<file path="src/rtl/dma_arbiter.sv">
// Two-requester DMA arbiter: hold/hlda bus handshake, round-robin ties,
// tenure timeout with per-requester lockout, gated write path.
// Ports: clk, rst (sync, high); req0/req1, we0/we1, d0/d1 from requesters;
// hlda from control matrix; hold, appr0/appr1, we_out, d_out, busy, tmo.
module dma_arbiter #(
  parameter int          width   = 16,
  parameter logic [7:0]  timeout = 8'd200
) (
  input  logic             clk,
  input  logic             rst,
  input  logic             req0,
  input  logic             req1,
  input  logic [2:0]       we0,
  input  logic [2:0]       we1,
  input  logic [width-1:0] d0,
  input  logic [width-1:0] d1,
  input  logic             hlda,
  output logic             hold,
  output logic             appr0,
  output logic             appr1,
  output logic [2:0]       we_out,
  output logic [width-1:0] d_out,
  output logic             busy,
  output logic             tmo
);

  typedef enum logic [1:0] {
    ST_IDLE,
    ST_HOLD,
    ST_GRANT,
    ST_REL
  } state_t;

  state_t     state;
  state_t     nxt;
  logic       win;
  logic       nxt_win;
  logic       last;
  logic       lock0;
  logic       lock1;
  logic [7:0] cnt;
  logic       el0;
  logic       el1;
  logic       req_w;
  logic       g_exit;
  logic       tmo_evt;
  logic       gnt;

  assign el0   = req0 & ~lock0;
  assign el1   = req1 & ~lock1;
  assign req_w = win ? req1 : req0;

  always_comb begin
    nxt     = state;
    nxt_win = win;
    g_exit  = 1'b0;
    tmo_evt = 1'b0;
    case (state)
      ST_IDLE: begin
        if (el0 | el1) begin
          nxt = ST_HOLD;
          // On a tie, the requester not served last wins.
          if (el0 & el1) nxt_win = ~last;
          else           nxt_win = el1;
        end
      end
      ST_HOLD: begin
        if (!req_w)    nxt = ST_REL;
        else if (hlda) nxt = ST_GRANT;
      end
      ST_GRANT: begin
        // A voluntary drop or revocation outranks the timeout.
        if (!req_w || !hlda) begin
          nxt    = ST_REL;
          g_exit = 1'b1;
        end else if (cnt == timeout - 8'd1) begin
          nxt     = ST_REL;
          g_exit  = 1'b1;
          tmo_evt = 1'b1;
        end
      end
      ST_REL: begin
        if (!hlda) nxt = ST_IDLE;
      end
      default: nxt = ST_IDLE;
    endcase
  end

  always_ff @(posedge clk) begin
    if (rst) begin
      state <= ST_IDLE;
      win   <= 1'b0;
      last  <= 1'b1;
      lock0 <= 1'b0;
      lock1 <= 1'b0;
      cnt   <= 8'd0;
      hold  <= 1'b0;
      appr0 <= 1'b0;
      appr1 <= 1'b0;
      busy  <= 1'b0;
      tmo   <= 1'b0;
    end else begin
      state <= nxt;
      win   <= nxt_win;
      if (g_exit) last <= win;
      if (tmo_evt && !win) lock0 <= 1'b1;
      else if (!req0)      lock0 <= 1'b0;
      if (tmo_evt && win)  lock1 <= 1'b1;
      else if (!req1)      lock1 <= 1'b0;
      // Zero outside GRANT, so it is already clear on entry.
      if (state == ST_GRANT) cnt <= cnt + 8'd1;
      else                   cnt <= 8'd0;
      hold  <= (nxt == ST_HOLD) || (nxt == ST_GRANT);
      appr0 <= (nxt == ST_GRANT) && !nxt_win;
      appr1 <= (nxt == ST_GRANT) && nxt_win;
      busy  <= (nxt != ST_IDLE);
      tmo   <= tmo_evt;
    end
  end

  assign gnt    = (state == ST_GRANT) && hlda;
  assign we_out = gnt ? (win ? we1 : we0) : 3'b000;
  assign d_out  = gnt ? (win ? d1 : d0) : '0;

endmodule
</file>
<file path="config.mk">
export PLATFORM = sky130hd
export DESIGN_NAME = dma_arbiter
export DESIGN_NICKNAME = d
export VERILOG_FILES = /design/src/rtl/dma_arbiter.sv
export SDC_FILE = /design/constraint.sdc
export NUM_CORES = 1
export LEC_CHECK = 0
export ABC_AREA = 1
export CAP_MARGIN = 25
export CORE_MARGIN = 8
export CORE_UTILIZATION = 37
export DETAILED_ROUTE_END_ITERATION = 7
export PLACE_DENSITY = 0.79
export SYNTH_ARGS = -nofsm -noshare
export SYNTH_HDL_FRONTEND = slang
export SYNTH_SLANG_ARGS = --single-unit
</file>
<file path="constraint.sdc">
create_clock -name clk -period 2.1 [get_ports clk]
set_input_delay 0.42 -clock clk [delete_from_list [all_inputs] [get_ports clk]]
set_output_delay 0.42 -clock clk [all_outputs]
set_load 0.01 [all_outputs]
</file>
**Run 1: clock distribution**

Drawn at 4 px/µm.
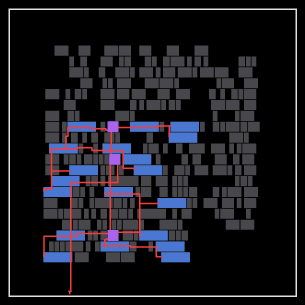
clock drivers: marked purple, count 3. clock wires: marked red, length 229 µm. flip-flops: marked blue, count 19.
There are 4 routed clock nets.
Worst-Skew Late Latency: 0.29 ns
Layout Skew: 0.000980 ns
clock share of power: 19.2%
clk pwr: 179 µW

**Run 1: placement density heat map**

Drawn at 4 px/µm. 7 x 7 tiles, from dark blue (low) to red (high), 0 to 100% covered.
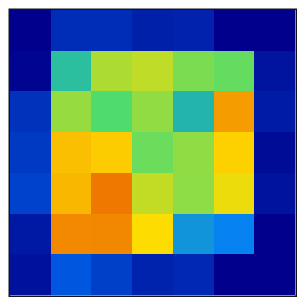
The emptiest ninth of the die: south-east. The mean over all tiles is 36%. The fullest tile reaches 86%. 14% of the tiles are nearly empty.
FP Util: 38.1%
Core Util, Final: 62.2%

==> run notes, run 1 <==
impl run done, here's what came out: Ports 67, vias in the first global route 1259, sw power 298 µW, Met2 Routed Length 1.55 mm, Die W 71.4 µm, grt ovf 0, WP buf/inv 3, post-route insts no fill 277, mux share 0%, WP depth 5, synthesized cell area 0.00113 mm², Setup crit end d_out[5], DP HPWL 2.69 mm, final instance area 0.00185 mm², flop count 19, CTS resizes 19, crit path kind in2out, port bufs 66, R2R depth 11, hold_buf cts 0, hold worst-path end cnt[0], final hold viol count 0, yosys cell count 176, outcome complete, no violations, post-layout power 934 µW, fa+ha+maj area frac 3.31%, crit path DAT 1.58 ns, Commonest cells post-synth nand2_1 (61), a21oi_1 (23), dfxtp_1 (19), nor2_1 (16), inv_2 (11), worst hold path type reg2reg, FF-to-FF Start win, first-pass GRT wire length 5.50 mm, Detail Route Antenna Nets 0, Seq/total area 20.5%, nets 291, post-place setup slack -0.178 ns
**Run 1: signal wires on met3**

Drawn at 6 px/µm.
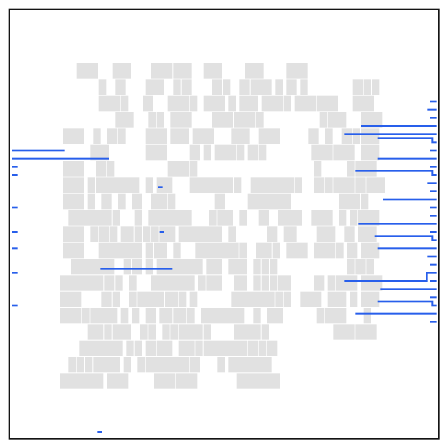
The layer carries 207 µm of wire. 39 nets have wire on it. The longest straight run is 15.9 µm.
GR met3 Demand/Resource: 2.51%
final WL: 3.32 mm
vias post-DR: 1259

**Run 1: track usage over the die**

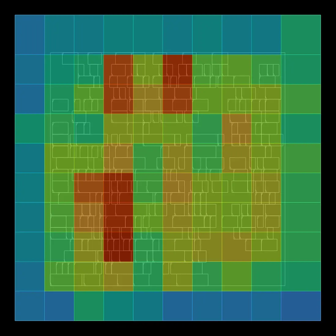
layer carrying the most global-route usage: met2
Tot GR Track Use: 13.1%

run 1: flip-flops by register name, indices dropped and copies added, names as in the netlist:
| name | flops |
|---|---|
| appr0 | 1 |
| appr1 | 1 |
| busy | 1 |
| cnt | 8 |
| hold | 1 |
| last | 1 |
| lock0 | 1 |
| lock1 | 1 |
| state | 2 |
| tmo | 1 |
| win | 1 |
run 1: cell usage in the layout, fill, tap and decap left out, types with 4 or more instances in the layout:
cell,synthesis,routed
nand2_1,61,61
clkdlybuf4s50_1,0,47
a21oi_1,23,23
dfxtp_1,19,19
dlygate4sd2_1,0,19
nor2_1,16,16
inv_2,11,11
inv_1,9,9
nand2_2,6,6
nor3_1,4,4
buf_4,0,4
**Run 1: I/O nets highlighted**

Drawn at 4 px/µm.
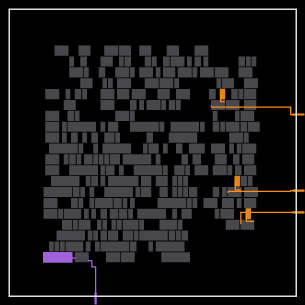

==> run 2, diff against run 1 <==
--- a/config.mk
+++ b/config.mk
@@ -8,9 +8,11 @@
 export ABC_AREA = 1
 export CAP_MARGIN = 25
 export CORE_MARGIN = 8
-export CORE_UTILIZATION = 37
+export CORE_UTILIZATION = 39
+export CTS_BUF_LIST = sky130_fd_sc_hd__clkbuf_4 sky130_fd_sc_hd__clkbuf_8
+export CTS_CLUSTER_SIZE = 25
 export DETAILED_ROUTE_END_ITERATION = 7
-export PLACE_DENSITY = 0.79
+export PLACE_DENSITY = 0.83
 export SYNTH_ARGS = -nofsm -noshare
 export SYNTH_HDL_FRONTEND = slang
 export SYNTH_SLANG_ARGS = --single-unit
**Run 2: I/O nets highlighted**

Drawn at 4 px/µm.
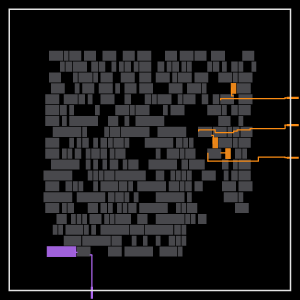
`we0`: marked orange, bits 3, direction input, edge east, end cells 3, wire 72.1 µm. `hold`: marked purple, bits 1, direction output, edge south, end cells 1, wire 9.90 µm.
Ports: 67
port bufs: 66

==> run 2 against run 1 <==
Compared with the run above: power rose by 0.93%; sequential share of layout area shrank 0.083 points; synthesized area stayed put; sequential power barely moved; register-to-register slack worse by 0.07 ns; combinational power about the same; critical endpoint is now d_out[13].
==> run notes, run 2 <==
impl run done, here's what came out: outcome complete, no violations, FF-to-FF Start win, Seq/total area 20.5%, Synth Area per Inst 6.44 µm², clk sink count 19, Reg with most FFs cnt, Largest regs cnt (8), state (2), grt ovf 0, flop count 19, cycle use final 93.9%, fa+ha+maj area frac 3.31%, layer carrying the most global-route usage met2, crit path DAT 1.55 ns, Commonest Layout Cell nand2_1, Core Util, Final 67.4%, Commonest cells post-synth nand2_1 (61), a21oi_1 (23), dfxtp_1 (19), nor2_1 (16), inv_2 (11), hold worst-path end cnt[0], Area after DPL 0.00185 mm², Met2 Routed Length 1.58 mm, first-pass GRT wire length 5.59 mm, Die W 69.9 µm, DP HPWL 2.73 mm, hold_buf cts 0, nets 292, Setup crit end d_out[13], post-route insts no fill 276, row cnt 19, post-layout power 943 µW, GR met3 Demand/Resource 2.97%, Top Layout Cells nand2_1 (61), clkdlybuf4s50_1 (47), a21oi_1 (23), final WL 3.27 mm, vias post-DR 1278, Tot GR Track Use 13.3%, R2R depth 11, Chip Area, Yosys 0.00113 mm², Detail Route Antenna Nets 0, post-place setup slack -0.154 ns, yosys cell count 176, Layout Skew 0.00558 ns, final instance area 0.00186 mm², FP Util 41.1%, largest area contributor in the netlist dfxtp_1, synthesized cell area 0.00113 mm², CTS resizes 19, Worst-Skew Late Latency 0.29 ns, mux share 0%, worst hold path type reg2reg
**Run 2: signal wires on met3**

Drawn at 6 px/µm.
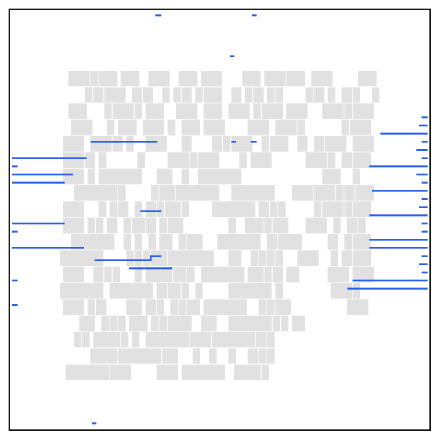
The layer holds 5.5% of the routed length. 37 nets have wire on it. The wires run mostly horizontal. The longest straight run is 13.1 µm.

[run 2: cell types whose count changed in the layout (fill, tap and decap cells not counted)]
| cell | previous run | this run |
|---|---|---|
| buf_4 | 4 | 5 |
| clkbuf_4 | 3 | 4 |
| clkinv_2 | 1 | 0 |
[run 2: worst max-delay path, delay by kind of cell]
| family | cells | cell delay, ns |
|---|---|---|
| compound gates | 1 | 0.11 |
| buf+inv | 3 | 0.94 |
| simple gates | 1 | 0.07 |
[run 2: kinds of logic after synthesis]
kind of cell / Yosys count
buffers and inverters: 27
AND-OR/OR-AND: 27
AND/OR/NAND/NOR: 99
adder cells (fa/ha/maj): 3
flip-flops: 19
XOR/XNOR: 1
[run 2: power breakdown]
part | switching [µW] | internal [µW] | total, µW
Sequential | 18.5 | 388 | 406
Clock | 102 | 86.6 | 188
Combinational | 169 | 180 | 349
**Run 2: track usage over the die**

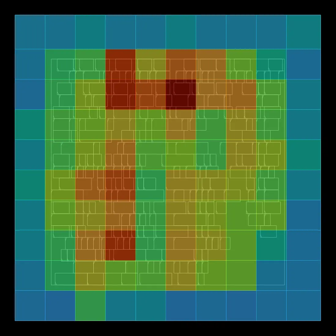

==> run 3, diff against run 2 <==
--- a/config.mk
+++ b/config.mk
@@ -12,7 +12,9 @@
 export CTS_BUF_LIST = sky130_fd_sc_hd__clkbuf_4 sky130_fd_sc_hd__clkbuf_8
 export CTS_CLUSTER_SIZE = 25
 export DETAILED_ROUTE_END_ITERATION = 7
+export HOLD_SLACK_MARGIN = 0.05
 export PLACE_DENSITY = 0.83
+export SETUP_SLACK_MARGIN = 0.3
 export SYNTH_ARGS = -nofsm -noshare
 export SYNTH_HDL_FRONTEND = slang
 export SYNTH_SLANG_ARGS = --single-unit
**Run 3: track usage over the die**

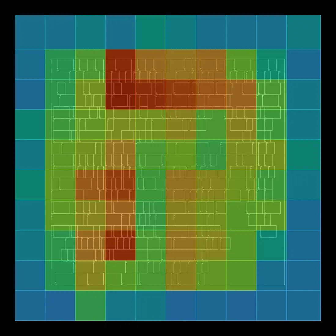
met2 GRT Util: 23.9%
Tot GR Track Use: 13.4%
GRT met1 Usage: 14.4%

**Run 3: signal wires on met3**

Drawn at 6 px/µm.
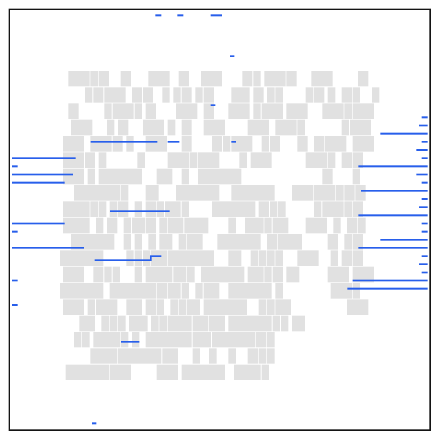
The longest straight run is 13.1 µm. The layer holds 5.7% of the routed length. 38 nets have wire on it. The wires run mostly horizontal. The layer carries 190 µm of wire.
vias post-DR: 1307
final WL: 3.34 mm
GR met3 Demand/Resource: 3.25%

==> run 3 against run 2 <==
Compared with the run above: setup slack improved by 0.29 ns; global-route usage rose by 0.12 points; largest cell class is now logic gates; via count rose by 2.3%; worst hold slack got worse by 0.020 ns; fmax rose by 17%.
==> run notes, run 3 <==
impl run done, here's what came out: worst hold path type in2reg, Chip Area, Yosys 0.00113 mm², Die W 69.9 µm, vias in the first global route 1302, WP buf/inv 3, Setup crit end d_out[13], clk sink count 19, Reg with most FFs cnt, outcome complete, no violations, Seq/total area 21.0%, final instance area 0.00183 mm², nets 294, crit path DAT 1.26 ns, WP depth 6, mux share 0%, yosys cell count 176, hold_buf cts 0, Commonest Layout Cell nand2_1, Largest regs cnt (8), state (2), port bufs 66, Ports 67, CTS resizes 78, Synth Area per Inst 6.44 µm², grt ovf 0, cycle use final 80.2%, fa+ha+maj area frac 3.31%, Area after DPL 0.00185 mm², largest area contributor in the netlist dfxtp_1, DP HPWL 2.73 mm, post-layout power 955 µW, Top Layout Cells nand2_1 (61), clkdlybuf4s50_1 (44), a21oi_1 (22), layer carrying the most global-route usage met2, post-place setup slack -0.154 ns, synthesized cell area 0.00113 mm², flop count 19, Detail Route Antenna Nets 0, Core Util, Final 66.2%, FP Util 41.1%, row cnt 19, hold worst-path end lock0
## run 3: cell counts after synthesis
Identical to the previous run, type by type.
## run 3: worst reg2reg max path: cells and delay by family, from the launching register on
family                   cells  cell delay (ns)
adder cells (fa/ha/maj)      2             0.45
buffers and inverters        2             0.11
flip-flops                   1             0.37
AND/OR/NAND/NOR              7             0.59
## run 3: power by group
group	leakage (µW)	total, µW	switching [µW]	internal (µW)
registers	0.000156	408	18.5	390
clock network	0.0000184	187	100	86.6
logic	0.000678	360	176	185
## run 3: cells by family after synthesis
logic type,count (synthesis)
xor+xnor,1
buf+inv,27
fa+ha+maj,3
compound gates,27
flops,19
simple gates,99
## run 3: metal layers
metal | wire length, µm | vias up
met5 | 0 | -
met4 | 98 | 0
met3 | 189 | 10
met2 | 1590 | 46
met1 | 1460 | 557
li1 | - | 694
Power and IR drop assume default switching activity.
